Placement view:
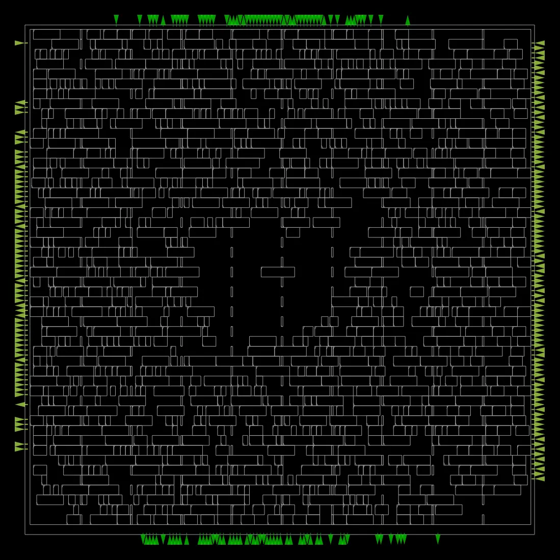
Where the registers sit:
Other sequential cells in the stronger grey, the rest of the logic in the fainter grey.
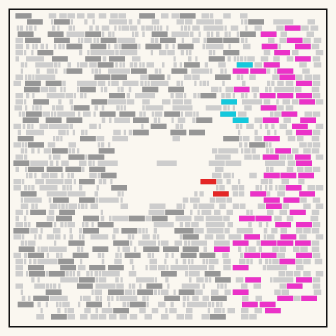
File: src/rtl/alu_mp_sequencer.sv
// rtl/alu_mp_sequencer.sv - multi-slice sequencer driving a 74181-style ALU one word per cycle
// Latches a wide op, walks the slices LS-first chaining carry, and presents the wide result.
module alu_mp_sequencer #(
  parameter  int WORD_W    = 16,
  parameter  int NUM_WORDS = 4,
  localparam int OP_W      = WORD_W * NUM_WORDS,
  localparam int IDX_W     = $clog2(NUM_WORDS)
) (
  input  logic              i_clk,
  input  logic              i_rst,
  input  logic              i_in_valid,
  output logic              o_in_ready,
  input  logic [OP_W-1:0]   i_in_a,
  input  logic [OP_W-1:0]   i_in_b,
  input  logic [3:0]        i_in_select,
  input  logic              i_in_mode,
  input  logic              i_in_carry,
  output logic [WORD_W-1:0] o_alu_a,
  output logic [WORD_W-1:0] o_alu_b,
  output logic [3:0]        o_alu_select,
  output logic              o_alu_mode,
  output logic              o_alu_carry_in,
  input  logic [WORD_W-1:0] i_alu_out,
  input  logic              i_alu_carry,
  input  logic              i_alu_compare,
  output logic              o_out_valid,
  input  logic              i_out_ready,
  output logic [OP_W-1:0]   o_out_result,
  output logic              o_out_carry,
  output logic              o_out_equal
);

  typedef enum logic [1:0] {S_IDLE, S_RUN, S_DONE} state_t;

  state_t             r_state;
  state_t             w_state_nxt;
  logic [IDX_W-1:0]   r_idx;
  logic [OP_W-1:0]    r_a;
  logic [OP_W-1:0]    r_b;
  logic [3:0]         r_sel;
  logic               r_mode;
  logic               r_carry;
  logic               r_eq;
  logic [OP_W-1:0]    r_result;
  logic               w_last;
  logic               w_chain;
  logic               w_accept;

  assign w_last   = (r_idx == IDX_W'(NUM_WORDS - 1));
  assign w_accept = (r_state == S_IDLE) && i_in_valid;
  // Select 0011 in arithmetic mode yields no usable carry, so the chain is cut there too.
  assign w_chain  = (!r_mode && (r_sel != 4'b0011)) ? i_alu_carry : 1'b0;

  always_ff @(posedge i_clk) begin
    if (i_rst) begin
      r_state <= S_IDLE;
    end else begin
      r_state <= w_state_nxt;
    end
  end

  always_comb begin
    w_state_nxt = r_state;
    case (r_state)
      S_IDLE:  if (i_in_valid)  w_state_nxt = S_RUN;
      S_RUN:   if (w_last)      w_state_nxt = S_DONE;
      S_DONE:  if (i_out_ready) w_state_nxt = S_IDLE;
      default:                  w_state_nxt = S_IDLE;
    endcase
  end

  always_comb begin
    o_in_ready     = (r_state == S_IDLE);
    o_out_valid    = (r_state == S_DONE);
    o_alu_a        = r_a[r_idx*WORD_W +: WORD_W];
    o_alu_b        = r_b[r_idx*WORD_W +: WORD_W];
    o_alu_select   = r_sel;
    o_alu_mode     = r_mode;
    o_alu_carry_in = r_mode ? 1'b0 : r_carry;
    o_out_result   = r_result;
    o_out_carry    = r_carry;
    o_out_equal    = r_eq;
  end

  always_ff @(posedge i_clk) begin
    if (i_rst) begin
      r_idx    <= '0;
      r_a      <= '0;
      r_b      <= '0;
      r_sel    <= '0;
      r_mode   <= 1'b0;
      r_carry  <= 1'b0;
      r_eq     <= 1'b0;
      r_result <= '0;
    end else if (w_accept) begin
      r_idx    <= '0;
      r_a      <= i_in_a;
      r_b      <= i_in_b;
      r_sel    <= i_in_select;
      r_mode   <= i_in_mode;
      r_carry  <= i_in_mode ? 1'b0 : i_in_carry;
      r_eq     <= 1'b1;
    end else if (r_state == S_RUN) begin
      r_result[r_idx*WORD_W +: WORD_W] <= i_alu_out;
      r_eq     <= r_eq & i_alu_compare;
      r_carry  <= w_chain;
      r_idx    <= w_last ? '0 : r_idx + IDX_W'(1);
    end
  end

endmodule

File: config.mk
export PLATFORM = sky130hd
export DESIGN_NAME = alu_mp_sequencer
export DESIGN_NICKNAME = d
export VERILOG_FILES = /design/src/rtl/alu_mp_sequencer.sv
export SDC_FILE = /design/constraint.sdc
export NUM_CORES = 1
export LEC_CHECK = 0
export CORE_MARGIN = 1
export CORE_UTILIZATION = 41
export CTS_CLUSTER_SIZE = 28
export DETAILED_ROUTE_END_ITERATION = 8
export PLACE_DENSITY_LB_ADDON = 0.15
export SYNTH_ARGS = -nofsm -noshare
export SYNTH_HDL_FRONTEND = slang
export SYNTH_SLANG_ARGS = --single-unit
File: constraint.sdc
create_clock -name i_clk -period 2.5 [get_ports i_clk]
set_clock_uncertainty 0.05 [all_clocks]
set_input_delay 0.625 -clock i_clk [delete_from_list [all_inputs] [get_ports i_clk]]
set_output_delay 0.625 -clock i_clk [all_outputs]
set_load 0.005 [all_outputs]
==> job_summary.md <==
### Yosys + OpenROAD results

| Metric | Value |
|---|---|
| Outcome | `finished, final reports clean` |
| Tally of yosys warning messages | `0` |
| Internal power | `0.00570 W` |
| Synthesized instance count | `841` |
| Via-to-Cell Ratio | `5.09` |
| Peak VDD IR | `549 uV` |
| Sw frac | `0.235` |
| Lkg Pwr | `4.29 nW` |
| CTS resizes | `108` |
| Via count of the routed design | `6811` |
| # Cells Yosys | `841` |
| Number of remaining DRC errors | `0` |
| Combinational fraction of design power | `0.128` |
| Routed wire length | `21.8 mm` |
| Avg Cell Area, Syn | `9.27 um^2` |
| Number of global-route vias before repair | `6353` |
| Fraction of layout cells with a size suffix above 1 | `0.116` |
| Netlist cell types | `35` |
| DRT Pass-1 Iters | `6` |
| P per Cell Area | `653 nW/um^2` |
| Placed insts | `1289` |
| Die W | `140 um` |
| Max-slew headroom | `0.457` |
| Slew @ Worst Pin | `0.814 ns` |
| Place WS | `0.0796 ns` |
| Net Sw Power | `0.00175 W` |
| First-pass GRT wire length | `34.6 mm` |
| Overall power | `0.00745 W` |
| Die span in y | `140 um` |
| Global Route Usage Sum | `0.220` |
| Stage-log warning count | `35` |
| RePlAce Congestion | `0.802` |
| Port bufs | `261` |
| Synthesized area | `7800 um^2` |
## Picture notes: 'placement view'
row cnt: 50
utilization after layout: 0.610
Flop Count: 203
num tapcells: 234

## Picture notes: 'where the registers sit'
Red shows r_state, placed flops 2. Magenta shows o_out_result, placed flops 64, where a column on the right. Cyan shows o_alu_select, placed flops 4.
Another 133 sequential cells are not coloured.
Seq. pwr: 0.00347 W
register area: 4070 um^2
sequential share of cell area: 0.357

## cell usage after synthesis, drive strengths merged
master	number	area [um^2]
nand4bb	2	22.5
and3b	1	8.76
nor4b	1	23.8
or3b	1	8.76
a221oi	1	8.76
a22o	48	420
a211oi	1	7.51
nand4b	2	17.5
nand2b	2	12.5
and2b	1	7.51
nor2	2	7.51
ha	6	75.1
or4bb	1	11.3
a22oi	1	7.51
nand2	283	1060
nand3b	1	7.51
or3	1	6.26
nand3	16	80.1
mux2i	1	10.0
buf	33	189
nor4	2	42.5
nor3	2	21.3
o21ai	2	10.0
inv	3	11.3
mux4	32	721
clkbuf	34	128
a21oi	154	782
dfxtp	203	4060
nor2b	3	18.8
nor3b	1	7.51
## metal layers
metal	track usage	vias up	wire length, um
met5	0	-	0
met4	0.0567	0	454
met1	0.292	3185	9670
met2	0.352	223	10000
li1	-	3376	-
met3	0.0619	27	1670
## cell families (layout without fill, tap and decap cells)
| logic type | count (synthesis) | in the layout | synth area share |
|---|---|---|---|
| buf+inv | 70 | 332 | 0.0420 |
| compound gates | 207 | 207 | 0.158 |
| flops | 203 | 203 | 0.521 |
| simple gates | 322 | 322 | 0.175 |
| mux | 33 | 33 | 0.0937 |
| fa+ha+maj | 6 | 6 | 0.00962 |
## path summary, 6_finish.rpt
check                           to  slack, ns  cells after the start  startpoint
setup reg to reg  o_out_result[60]       0.31                      9    r_idx[0]
hold / removal    o_out_result[50]       0.39                      2       i_rst
hold reg to reg            r_b[40]       0.40                      2     r_b[40]
setup / recovery       o_alu_b[13]       0.04                      4    r_idx[0]
## layout make-up
| type | instances | area (um^2) | share of cell area |
|---|---|---|---|
| clock buffers | 32 | 607 | 0.0532 |
| clock inverters | 5 | 50.0 | 0.00439 |
| inverters | 3 | 11.3 | 0.000987 |
| multi-input cells | 568 | 3420 | 0.299 |
| flip-flops and latches | 203 | 4070 | 0.357 |
| well taps | 234 | 293 | 0.0257 |
| repair buffers | 292 | 2960 | 0.260 |
## layout by cell type, fill, tap and decap left out, drive strengths merged, types with 3 or more instances in the layout
| cell | n |
|---|---|
| a22o | 48 |
| ha | 6 |
| buf | 54 |
| inv | 3 |
| a21oi | 154 |
| clkbuf | 32 |
| clkdlybuf4s15 | 3 |
| nor2b | 3 |
| mux4 | 32 |
| dfxtp | 203 |
| clkinv | 4 |
| nand2 | 283 |
| dlygate4sd2 | 7 |
| nand3 | 16 |
| clkdlybuf4s50 | 228 |
## stage by stage
stage	cell area, um^2	TNS (ns)	utilization
2_1_floorplan	7800	0	-
3_3_place_gp	10600	0	0.569
3_5_place_dp	10600	0	0.569
4_1_cts	11400	-0.289	0.610
5_1_grt	11400	-0.166	0.610
6_report	11400	0	0.610
## worst reg2reg max path: stages (launching register included)
cell     delay (ns)
dfxtp_4        0.41
buf_4          0.14
buf_12         0.12
buf_4          0.16
inv_1          0.09
ha_1           0.38
nor4b_4        0.28
buf_4          0.25
nand3_1        0.10
a21oi_1        0.15
## power groups by stage
stage	logic, W	registers (W)	clock network [W]
floorplan	0.000446	0.00352	0
global placement	0.000943	0.00354	0
detailed placement	0.000950	0.00355	0
CTS	0.000965	0.00347	0.00309
global route	0.00104	0.00349	0.00321
finish	0.000953	0.00347	0.00302
Power is estimated from default activity; no workload was simulated.
